===== src/rtl/adder_pkg.sv =====
// Shared types and arithmetic helpers for the framed adder tree accumulator.
// Helpers work on MAX_W-bit vectors; callers pass operands already extended.
package adder_pkg;

    localparam int MAX_W = 64;

    typedef enum logic {
        ACCUM = 1'b0,
        IDLE  = 1'b1
    } acc_state_e;

    typedef struct packed {
        logic [MAX_W-1:0] sum;
        logic             ovf;
    } sat_res_t;

    function automatic logic [MAX_W-1:0] width_mask(input int unsigned w);
        return (w >= MAX_W) ? '1 : ((MAX_W'(1) << w) - MAX_W'(1));
    endfunction

    // Adds two extended operands and checks the result against a w-bit range.
    function automatic sat_res_t sat_add(input logic [MAX_W-1:0] a,
                                         input logic [MAX_W-1:0] b,
                                         input int unsigned      w,
                                         input logic             is_signed,
                                         input logic             saturate);
        logic signed [MAX_W:0] full;
        logic signed [MAX_W:0] hi;
        logic [MAX_W-1:0]      mask;
        sat_res_t              r;
        mask = width_mask(w);
        if (is_signed) begin
            full  = $signed({a[MAX_W-1], a}) + $signed({b[MAX_W-1], b});
            hi    = full >>> (w - 1);
            r.ovf = (hi != '0) && (hi != '1);
        end else begin
            full  = $signed({1'b0, a}) + $signed({1'b0, b});
            hi    = '0;
            r.ovf = ((full >> w) != '0);
        end
        r.sum = full[MAX_W-1:0] & mask;
        if (r.ovf && saturate) begin
            if (!is_signed)
                r.sum = mask;
            else if (full[MAX_W])
                r.sum = (mask >> 1) + MAX_W'(1);
            else
                r.sum = mask >> 1;
        end
        return r;
    endfunction

    function automatic logic [MAX_W-1:0] sat_inc(input logic [MAX_W-1:0] v,
                                                 input int unsigned      w);
        return (v == width_mask(w)) ? v : v + MAX_W'(1);
    endfunction

endpackage


===== src/rtl/adder_tree_pipe.sv =====
// Masked balanced adder tree with valid/last sideband and TREE_DELAY register stages.
// Lanes are padded to a power of two with zeros; levels are grouped per stage.
module adder_tree_pipe
    import adder_pkg::*;
#(
    parameter int  NUM_INPUT  = 8,
    parameter int  WIDTH_IN   = 16,
    parameter int  IS_SIGNED  = 1,
    parameter int  TREE_DELAY = 1,
    localparam int TREE_W     = WIDTH_IN + $clog2(NUM_INPUT)
) (
    input  logic                i_clk,
    input  logic                i_rst_n,
    input  logic                i_ena,
    input  logic                i_valid,
    input  logic                i_last,
    input  logic [WIDTH_IN-1:0] i_data [NUM_INPUT],
    input  logic [NUM_INPUT-1:0] i_lane_en,
    output logic                o_valid,
    output logic                o_last,
    output logic [TREE_W-1:0]   o_sum
);

    localparam int LEVELS = $clog2(NUM_INPUT);
    localparam int PADDED = 1 << LEVELS;
    localparam int PER    = (TREE_DELAY <= 0 || LEVELS == 0) ? 1 : (LEVELS + TREE_DELAY - 1) / TREE_DELAY;
    localparam int N_REG  = (TREE_DELAY <= 0) ? 0 : (LEVELS + PER - 1) / PER;
    localparam int N_PAD  = (TREE_DELAY > N_REG) ? TREE_DELAY - N_REG : 0;

    if (WIDTH_IN <= 0) begin : g_chk_width
        $error("adder_tree_pipe: WIDTH_IN must be > 0");
    end
    if (TREE_DELAY < 0 || TREE_DELAY > LEVELS) begin : g_chk_delay
        $error("adder_tree_pipe: TREE_DELAY must be within 0..$clog2(NUM_INPUT)");
    end

    for (genvar l = 0; l <= LEVELS; l++) begin : g_lvl
        localparam int CNT = PADDED >> l;
        logic [TREE_W-1:0] sum [CNT];
        logic              vld;
        logic              lst;
        if (l == 0) begin : g_leaf
            for (genvar i = 0; i < CNT; i++) begin : g_lane
                if (i < NUM_INPUT) begin : g_real
                    logic [TREE_W-1:0] ext;
                    if (IS_SIGNED != 0) begin : g_sext
                        assign ext = TREE_W'($signed(i_data[i]));
                    end else begin : g_zext
                        assign ext = TREE_W'(i_data[i]);
                    end
                    assign sum[i] = i_lane_en[i] ? ext : '0;
                end else begin : g_zero
                    assign sum[i] = '0;
                end
            end
            assign vld = i_valid;
            assign lst = i_valid & i_last;
        end else begin : g_node
            logic [TREE_W-1:0] sum_d [CNT];
            always_comb begin
                for (int unsigned i = 0; i < CNT; i++)
                    sum_d[i] = g_lvl[l-1].sum[2*i] + g_lvl[l-1].sum[2*i+1];
            end
            if (TREE_DELAY > 0 && ((l % PER) == 0 || l == LEVELS)) begin : g_reg
                logic [TREE_W-1:0] sum_q [CNT];
                logic              vld_q;
                logic              lst_q;
                always_ff @(posedge i_clk or negedge i_rst_n) begin
                    if (!i_rst_n) begin
                        for (int unsigned i = 0; i < CNT; i++) sum_q[i] <= '0;
                        vld_q <= 1'b0;
                        lst_q <= 1'b0;
                    end else if (i_ena) begin
                        sum_q <= sum_d;
                        vld_q <= g_lvl[l-1].vld;
                        lst_q <= g_lvl[l-1].lst;
                    end
                end
                assign sum = sum_q;
                assign vld = vld_q;
                assign lst = lst_q;
            end else begin : g_comb
                assign sum = sum_d;
                assign vld = g_lvl[l-1].vld;
                assign lst = g_lvl[l-1].lst;
            end
        end
    end

    // When the level grouping yields fewer boundaries than TREE_DELAY, the rest become plain delays.
    for (genvar k = 0; k <= N_PAD; k++) begin : g_dly
        logic [TREE_W-1:0] sum;
        logic              vld;
        logic              lst;
        if (k == 0) begin : g_src
            assign sum = g_lvl[LEVELS].sum[0];
            assign vld = g_lvl[LEVELS].vld;
            assign lst = g_lvl[LEVELS].lst;
        end else begin : g_stage
            logic [TREE_W-1:0] sum_q;
            logic              vld_q;
            logic              lst_q;
            always_ff @(posedge i_clk or negedge i_rst_n) begin
                if (!i_rst_n) begin
                    sum_q <= '0;
                    vld_q <= 1'b0;
                    lst_q <= 1'b0;
                end else if (i_ena) begin
                    sum_q <= g_dly[k-1].sum;
                    vld_q <= g_dly[k-1].vld;
                    lst_q <= g_dly[k-1].lst;
                end
            end
            assign sum = sum_q;
            assign vld = vld_q;
            assign lst = lst_q;
        end
    end

    assign o_sum   = g_dly[N_PAD].sum;
    assign o_valid = g_dly[N_PAD].vld;
    assign o_last  = g_dly[N_PAD].lst;

endmodule


===== src/rtl/adder_tree_accum.sv =====
// Framed accumulator on top of the masked adder tree: sums beats until a last
// beat, then emits the frame total, sticky overflow and beat count for one cycle.
module adder_tree_accum
    import adder_pkg::*;
#(
    parameter int  NUM_INPUT  = 8,
    parameter int  WIDTH_IN   = 16,
    parameter int  IS_SIGNED  = 1,
    parameter int  TREE_DELAY = 1,
    parameter int  ACC_EXTRA  = 8,
    parameter int  SATURATE   = 1,
    parameter int  COUNT_W    = 8,
    localparam int TREE_W     = WIDTH_IN + $clog2(NUM_INPUT),
    localparam int WIDTH_OUT  = TREE_W + ACC_EXTRA
) (
    input  logic                 i_clk,
    input  logic                 i_rst_n,
    input  logic                 i_ena,
    input  logic                 i_valid,
    input  logic                 i_last,
    input  logic [WIDTH_IN-1:0]  i_data [NUM_INPUT],
    input  logic [NUM_INPUT-1:0] i_lane_en,
    output logic                 o_valid,
    output logic [WIDTH_OUT-1:0] o_data,
    output logic                 o_overflow,
    output logic [COUNT_W-1:0]   o_count
);

    if (NUM_INPUT < 1) begin : g_chk_lanes
        $error("adder_tree_accum: NUM_INPUT must be >= 1");
    end
    if (WIDTH_OUT >= MAX_W || COUNT_W >= MAX_W) begin : g_chk_wide
        $error("adder_tree_accum: WIDTH_OUT and COUNT_W must be below adder_pkg::MAX_W");
    end

    logic                 t_valid;
    logic                 t_last;
    logic [TREE_W-1:0]    t_sum;

    acc_state_e           state_q, state_d;
    logic [WIDTH_OUT-1:0] acc_q, acc_d;
    logic                 ovf_q, ovf_d;
    logic [COUNT_W-1:0]   cnt_q, cnt_d;
    logic                 o_valid_q, o_valid_d;
    logic [WIDTH_OUT-1:0] o_data_q, o_data_d;
    logic                 o_ovf_q, o_ovf_d;
    logic [COUNT_W-1:0]   o_count_q, o_count_d;

    logic [MAX_W-1:0]     acc_ext;
    logic [MAX_W-1:0]     beat_ext;
    sat_res_t             res;

    adder_tree_pipe #(
        .NUM_INPUT  (NUM_INPUT),
        .WIDTH_IN   (WIDTH_IN),
        .IS_SIGNED  (IS_SIGNED),
        .TREE_DELAY (TREE_DELAY)
    ) u_tree (
        .i_clk     (i_clk),
        .i_rst_n   (i_rst_n),
        .i_ena     (i_ena),
        .i_valid   (i_valid),
        .i_last    (i_last),
        .i_data    (i_data),
        .i_lane_en (i_lane_en),
        .o_valid   (t_valid),
        .o_last    (t_last),
        .o_sum     (t_sum)
    );

    always_comb begin
        if (IS_SIGNED != 0) begin
            acc_ext  = MAX_W'($signed(acc_q));
            beat_ext = MAX_W'($signed(t_sum));
        end else begin
            acc_ext  = MAX_W'(acc_q);
            beat_ext = MAX_W'(t_sum);
        end
        if (state_q == IDLE) acc_ext = '0;
        res = sat_add(acc_ext, beat_ext, WIDTH_OUT, IS_SIGNED != 0, SATURATE != 0);
    end

    always_comb begin
        state_d   = state_q;
        acc_d     = acc_q;
        ovf_d     = ovf_q;
        cnt_d     = cnt_q;
        o_valid_d = 1'b0;
        o_data_d  = o_data_q;
        o_ovf_d   = o_ovf_q;
        o_count_d = o_count_q;
        if (t_valid) begin
            acc_d   = WIDTH_OUT'(res.sum);
            ovf_d   = res.ovf | ((state_q == ACCUM) & ovf_q);
            cnt_d   = (state_q == IDLE) ? COUNT_W'(1) : COUNT_W'(sat_inc(MAX_W'(cnt_q), COUNT_W));
            state_d = t_last ? IDLE : ACCUM;
            if (t_last) begin
                o_valid_d = 1'b1;
                o_data_d  = acc_d;
                o_ovf_d   = ovf_d;
                o_count_d = cnt_d;
            end
        end
    end

    always_ff @(posedge i_clk or negedge i_rst_n) begin
        if (!i_rst_n) begin
            state_q   <= IDLE;
            acc_q     <= '0;
            ovf_q     <= 1'b0;
            cnt_q     <= '0;
            o_valid_q <= 1'b0;
            o_data_q  <= '0;
            o_ovf_q   <= 1'b0;
            o_count_q <= '0;
        end else if (i_ena) begin
            state_q   <= state_d;
            acc_q     <= acc_d;
            ovf_q     <= ovf_d;
            cnt_q     <= cnt_d;
            o_valid_q <= o_valid_d;
            o_data_q  <= o_data_d;
            o_ovf_q   <= o_ovf_d;
            o_count_q <= o_count_d;
        end
    end

    assign o_valid    = o_valid_q;
    assign o_data     = o_data_q;
    assign o_overflow = o_ovf_q;
    assign o_count    = o_count_q;

endmodule


===== config.mk =====
export PLATFORM = sky130hd
export DESIGN_NAME = adder_tree_accum
export DESIGN_NICKNAME = d
export VERILOG_FILES = /design/src/rtl/adder_pkg.sv /design/src/rtl/adder_tree_pipe.sv /design/src/rtl/adder_tree_accum.sv
export SDC_FILE = /design/constraint.sdc
export NUM_CORES = 1
export LEC_CHECK = 0
export CORE_MARGIN = 2
export CORE_UTILIZATION = 40
export DETAILED_ROUTE_END_ITERATION = 12
export GPL_TIMING_DRIVEN = 1
export PLACE_DENSITY = 0.66
export SLEW_MARGIN = 20
export SYNTH_ARGS = -nofsm -noshare
export SYNTH_HDL_FRONTEND = slang
export SYNTH_SLANG_ARGS = --single-unit
export TNS_END_PERCENT = 1

===== constraint.sdc =====
create_clock -name i_clk -period 6.1 [get_ports i_clk]
set_input_delay 1.525 -clock i_clk [delete_from_list [all_inputs] [get_ports i_clk]]
set_output_delay 1.525 -clock i_clk [all_outputs]
set_load 0.05 [all_outputs]

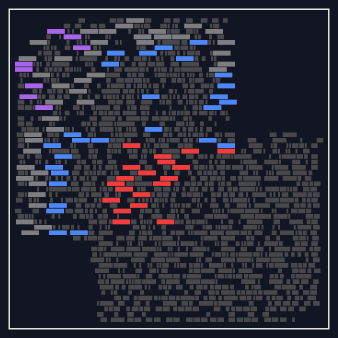
run_1/ff_map.png
(2 px per um) Other sequential cells in the stronger gray, the rest of the logic in the fainter gray.
name in the netlist	color	placed flops
`acc_q`	blue	27
`u_tree.o_sum`	red	19
`o_count`	purple	8

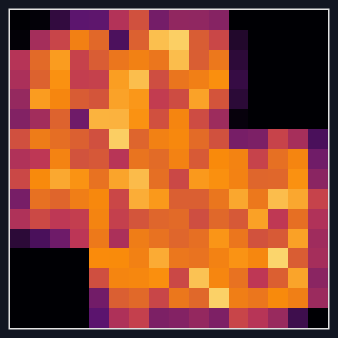
run_1/util_map.png
(2 px per um) 16 x 16 tiles, from black (low) to pale yellow (high), 0 to 100% covered.
nearly empty tiles	18%
emptiest ninth of the die	top right
tiles over 75% full	15%
mean over tiles	49%
fullest tile	91%

==> flow_summary.ini, run 1 <==
; flow metrics
[outcome]
status = complete, no violations

[global_routing]
top_usage_layer = met2
grt_overflow = 0
antenna_found_initial = 0
grt_pass1_wl_um = 43400
grt_pass1_vias = 8443
grt_max_degree = 56
grtUsageMet2_pct = 34.9
grt_usage_pct = 21.0
met1_usage_pct = 29.8

[critical_path]
crit_arrival_ns = 6.25
path_class = in2reg
rrSetupSlack_ns = 0.25
required_ns = 6.33
cp_num_buf_inv = 4
cp_common_cell = fa_1
crit_path_end = u_tree.o_sum[17]$_DFFE_PN0P_
cp_slowest_cell = fa_2
r2r_start = state_q$_DFFE_PN1P_
reg2reg_depth = 20
setup.worst_path.start_class = input pin
crit_start = i_lane_en[5]
reg2reg_to = o_data[12]$_DFFE_PN0P_

[drt]
viasPerCell = 4.92
drt-pass1-iter-count = 4
vias = 7950
first_iter_violations = 359
dr_wl_met2_um = 12000
ant_nets = 0
met1_length_um = 12100

[synthesis]
synth_top_cell_by_area = dfrtp_1
synth-compound-area-share_pct = 13.8
area_leaders = dfrtp_1 24%, fa_1 22%, ha_1 6.1%
top_cell_area_share_pct = 24.5
logic_family = adder cells
ys_types = 62
ys_sh_mux_pct = 4.08
edf_count = 0
adder_share_pct = 28.4
ys_ff = 95
flop_cell = dfrtp_1
xor_area_share_pct = 3.65
synthArstFlopShare_pct = 100
synthCells = 1058
postSynthSeqShare_pct = 24.8
yosys_warnings = 0
synth-cells-yosys = 1058

[cts]
cts.clk_slew.worst_paths_ns = 0.06
clockBufferDepth = 2
htreeDepth = 3
cts.sinks = 95

[timing]
min_period_over_period_pct = 98.7
whs_ns = 0.474
fmax_ghz = 0.166
worst_pin_slew_ns = 1.07
finalHoldViolCount = 0
relSlewSlack_pct = 28.3

[pwr]
internal_power_uw = 3590
leakagePower_uw = 0.00576
power_frac_clock_pct = 8.3
power.net_switching_uw = 3190
comb_power_share_pct = 75.6
ir_drop_mv = 0.320
power_uw = 6780
switching_share_pct = 47.0
p_seq_share_pct = 16.1

[placed_design]
portBuffers = 177
routabilityCongestion = 0.863
place_hpwl_um = 20500

[layout]
final_core_util_pct = 54.2
layout_top_cells = 168 x clkdlybuf4s50_1, 139 x nand2_1, 117 x inv_1, 101 x fa_1, 94 x dfrtp_1
nFillCells = 2205
diodes = 0
nNetsFinal = 1587
logic_area_um2 = 6750
mostFrequentLayoutCell = clkdlybuf4s50_1

[min_path]
hold_path_startpoint = o_count[0]$_DFFE_PN0P_
min_to = o_count[0]$_DFFE_PN0P_

[floorplanning]
dieArea_um2 = 25300
core_region_area_um2 = 23500
initial_utilization_pct = 40.8
die_width_um = 159
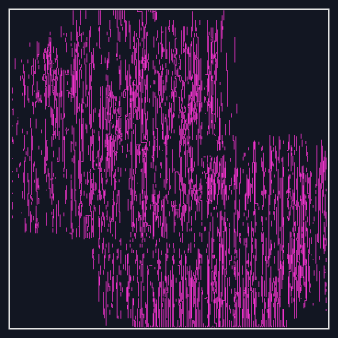
run_1/m2.png
(2 px per um)
wire length on this layer	12000 um
nets with wire on the layer	1353
longest straight run	47.9 um

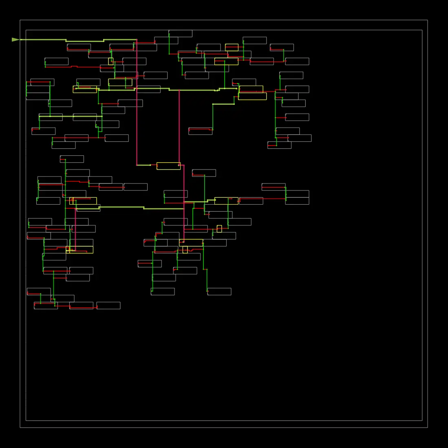
run_1/clock_nets.png
final-layout clock buffer total: 12
Flop Count: 95
final setup skew: 0.00546 ns
clock group power: 564 uW

run 1: stage by stage:
step / setup TNS (ns) / instances / instance area [um2]
final: 0 / 1616 / 12800
after global routing: -1.66 / 1616 / 12800
after CTS: 0 / 1603 / 12500
after detailed placement: -5.06 / 1587 / 12200
after global placement: -4.47 / 1587 / 12200
after floorplan: 0 / 1058 / 9600
run 1: Yosys cell counts, types with 3 or more instances:
cell type,n
nor3_1,6
xor2_1,16
o21a_1,10
o21ai_0,65
o211ai_1,12
a21oi_1,66
mux2_2,33
a211oi_1,7
fa_1,107
o21ai_1,3
and2_1,93
xnor2_1,24
inv_1,120
clkbuf_1,34
a21boi_0,3
o21bai_1,3
nand3_1,11
a211o_1,5
nor2b_1,29
nor2_1,38
and3_1,7
nor4_1,3
or3_1,6
a31o_2,3
nand2b_1,8
a31oi_1,6
dfrtp_1,94
buf_1,5
nand2_1,139
nand4_1,8
a21o_1,12
ha_1,47
run 1: tightest hold or removal path: stages (launching register included):
cell     delay, ns
dfrtp_1       0.35
nand2_1       0.05
nand2_1       0.05
run 1: what timing repair did:
item                                    CTS  global route
buffers inserted                          0            12
cloned                                    0             1
hold buffers                              0             0
pin swaps                                11            41
endpoints found under the setup margin    8            60
endpoints found under the hold margin     0             0
resized                                  15            64
run 1: power groups by stage:
stage | clock network (uW) | registers [uW] | logic, uW
finish | 564 | 1090 | 5120
global route | 601 | 1130 | 5700
CTS | 571 | 1090 | 4880
detailed placement | 0 | 1100 | 4780
global placement | 0 | 1090 | 4720
floorplan | 0 | 1410 | 2950
run 1: cell type report:
cell class / instances / area share [%]
inverters: 121 / 3.56
clock inverters: 4 / 0.353
repair buffers: 266 / 19.5
clock buffers: 12 / 1.93
flip-flops and latches: 95 / 18.6
well taps: 319 / 3.13
multi-input cells: 799 / 52.9
## Run 2: what changed since run 1
Settings changed: CAP_MARGIN set to 20, PLACE_DENSITY 0.66 to 0.71.
Clock period 6.1 ns to 5.3 ns, I/O delays scaled along.
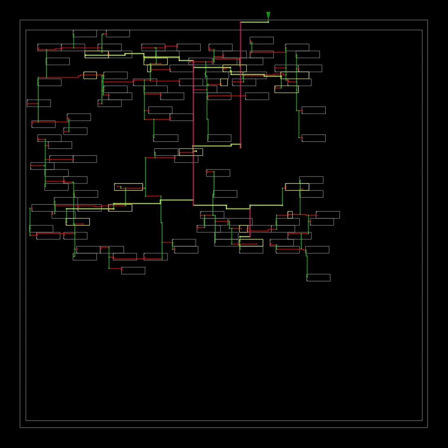
run_2/clock_nets.png
clock sinks: 95
final-layout clock buffer total: 11
final setup skew: 0.0136 ns
Latency at later pin: 0.36 ns
clock group power: 715 uW

==> flow_summary.ini, run 2 <==
; flow metrics
[layout]
layout_top_cells = 158 x clkdlybuf4s50_1, 142 x buf_4, 137 x nand2_1, 115 x inv_1, 99 x fa_1
diodes = 0
finalInstanceArea_um2 = 13500
final_core_util_pct = 57.3
nNetsFinal = 1655
fin_cells = 1684
drive_gt1_share_pct = 21.8
mostFrequentLayoutCell = clkdlybuf4s50_1

[timing]
relSlewSlack_pct = 41.3
worst_pin_slew_ns = 0.881
fmax_ghz = 0.179
setup_slack_ns = -0.293
finalHoldViolCount = 0
setup_viol = 62
min_period_over_period_pct = 106
rsz0062_at_grt = true
whs_ns = 0.472
setup_tns_ns = -13.41

[cts]
cts_tree = yes
cts.clk_slew.worst_paths_ns = 0.07
htreeDepth = 3
clockBufferDepth = 2
cts.hold.buffers_added = 0

[synthesis]
xor_area_share_pct = 3.65
ys_sh_simple_pct = 18.6
postSynthSeqShare_pct = 24.8
ys_sh_mux_pct = 4.08
adder_share_pct = 28.4
syn_area_per_cell_um2 = 9.08
top_cell = nand2_1
netlist_area_um2 = 9600
yosys_warnings = 0
synthArstFlopShare_pct = 100
synth_top_cell_by_area = dfrtp_1
edf_count = 0
ys_ff = 95
flop_cell = dfrtp_1
synth-compound-area-share_pct = 13.8
synthCells = 1058
ys_types = 62
top_cells_by_count = 139 x nand2_1, 120 x inv_1, 107 x fa_1, 94 x dfrtp_1, 93 x and2_1
area_leaders = dfrtp_1 24%, fa_1 22%, ha_1 6.1%
top_cell_area_share_pct = 24.5
synth-cells-yosys = 1058
logic_family = adder cells

[pwr]
leakagePower_uw = 0.00618
power_uw = 8510
ir_drop_mv = 0.430
p_per_area_nw_per_um2 = 630

[floorplanning]
core_region_area_um2 = 23500
die_y_um = 159
die_width_um = 159
initial_utilization_pct = 40.8
num_io_pins = 178
dieArea_um2 = 25300

[drt]
routedWlPerCell_um = 15.1
viasPerCell = 4.99
ant_nets = 0
drt-pass1-iter-count = 5
drc = 0
routed_wl_um = 25500
first_iter_violations = 366
vias = 8409

[placed_design]
portBuffers = 177
placed_cell_area_um2 = 12700
routabilityCongestion = 0.865
place_hpwl_um = 20000
dp.cells = 1647

[critical_path]
crit_family = simple AND/OR/NAND/NOR gates
required_ns = 5.52
critPathMaxStageDelay_ns = 0.67
crit_arrival_ns = 5.81
cp_slowest_cell = dfstp_2
setup.worst_path.start_class = register
path_class = reg2reg
cp_common_cell = buf_6
endpoint_kind = register
cp_num_buf_inv = 7

[global_routing]
grt_pass1_wl_um = 43900
grt_pass1_vias = 9104
grt_max_degree = 69
grt_overflow = 0
antenna_found_initial = 0
grt_usage_pct = 21.1

[outcome]
status = finished with violations
violations = negative setup slack

[min_path]
hold_path_class = reg2reg

[run]
warning_count = 29
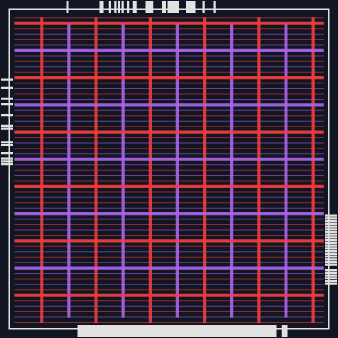
run_2/floorplan.png
(2 px per um) Pins as bars on the die edge.
net	color
VDD	purple
VSS	red
met1 rails	57
signal pins	178
met5 straps	11
met4 straps	11
rows	56

[run 2: timing repair]
action                                  4_1_cts  5_1_grt
setup buffers                                12        6
gates resized                               124       20
cloned                                        3        0
endpoints found under the setup margin       67       65
pin swaps                                    48       22
[run 2: power breakdown]
group | switching [uW] | internal [uW] | leakage, uW
Combinational | 3350 | 3160 | 0.00486
Clock | 288 | 427 | 0.000156
Sequential | 235 | 1050 | 0.00116
[run 2: metal layers]
| metal | global-route usage [%] | wire [um] |
|---|---|---|
| met1 | 27.7 | 11200 |
| met2 | 37.0 | 12900 |
| met3 | 2.92 | 854 |
| met4 | 5.54 | 559 |
| met5 | 0 | 0 |
[run 2: layout make-up]
| class | count | area (um2) |
|---|---|---|
| sequential | 95 | 2380 |
| clock buffer | 11 | 243 |
| multi-input combinational | 799 | 6930 |
| fill | 2061 | 10000 |
| tap | 319 | 399 |
| clock inverter | 5 | 81.3 |
| inverter | 121 | 454 |
| timing repair buffer | 334 | 3010 |
[run 2: kinds of logic after synthesis]
group,Yosys count
AOI/OAI and AO/OA,214
buffers and inverters,164
xor gates and xnor gates,40
adders and majority gates,154
DFF,95
and+or+nand+nor,356
muxes,35
[run 2: worst paths after layout]
kind	slack [ns]	start	cells after the start	endpoint
worst max-delay path	-0.29	state_q$_DFFE_PN1P_	23	acc_q[19]$_DFFE_PN0P_
worst min-delay path	0.47	acc_q[7]$_DFFE_PN0P_	2	acc_q[7]$_DFFE_PN0P_
worst max register to register	-0.29	state_q$_DFFE_PN1P_	23	acc_q[19]$_DFFE_PN0P_
worst min register to register	0.47	acc_q[7]$_DFFE_PN0P_	2	acc_q[7]$_DFFE_PN0P_
max in group asynchronous	3.28	i_rst_n	2	state_q$_DFFE_PN1P_
min in group asynchronous	1.09	i_rst_n	1	o_data[14]$_DFFE_PN0P_
No activity file was given, so power comes from the tool's default toggle rates.
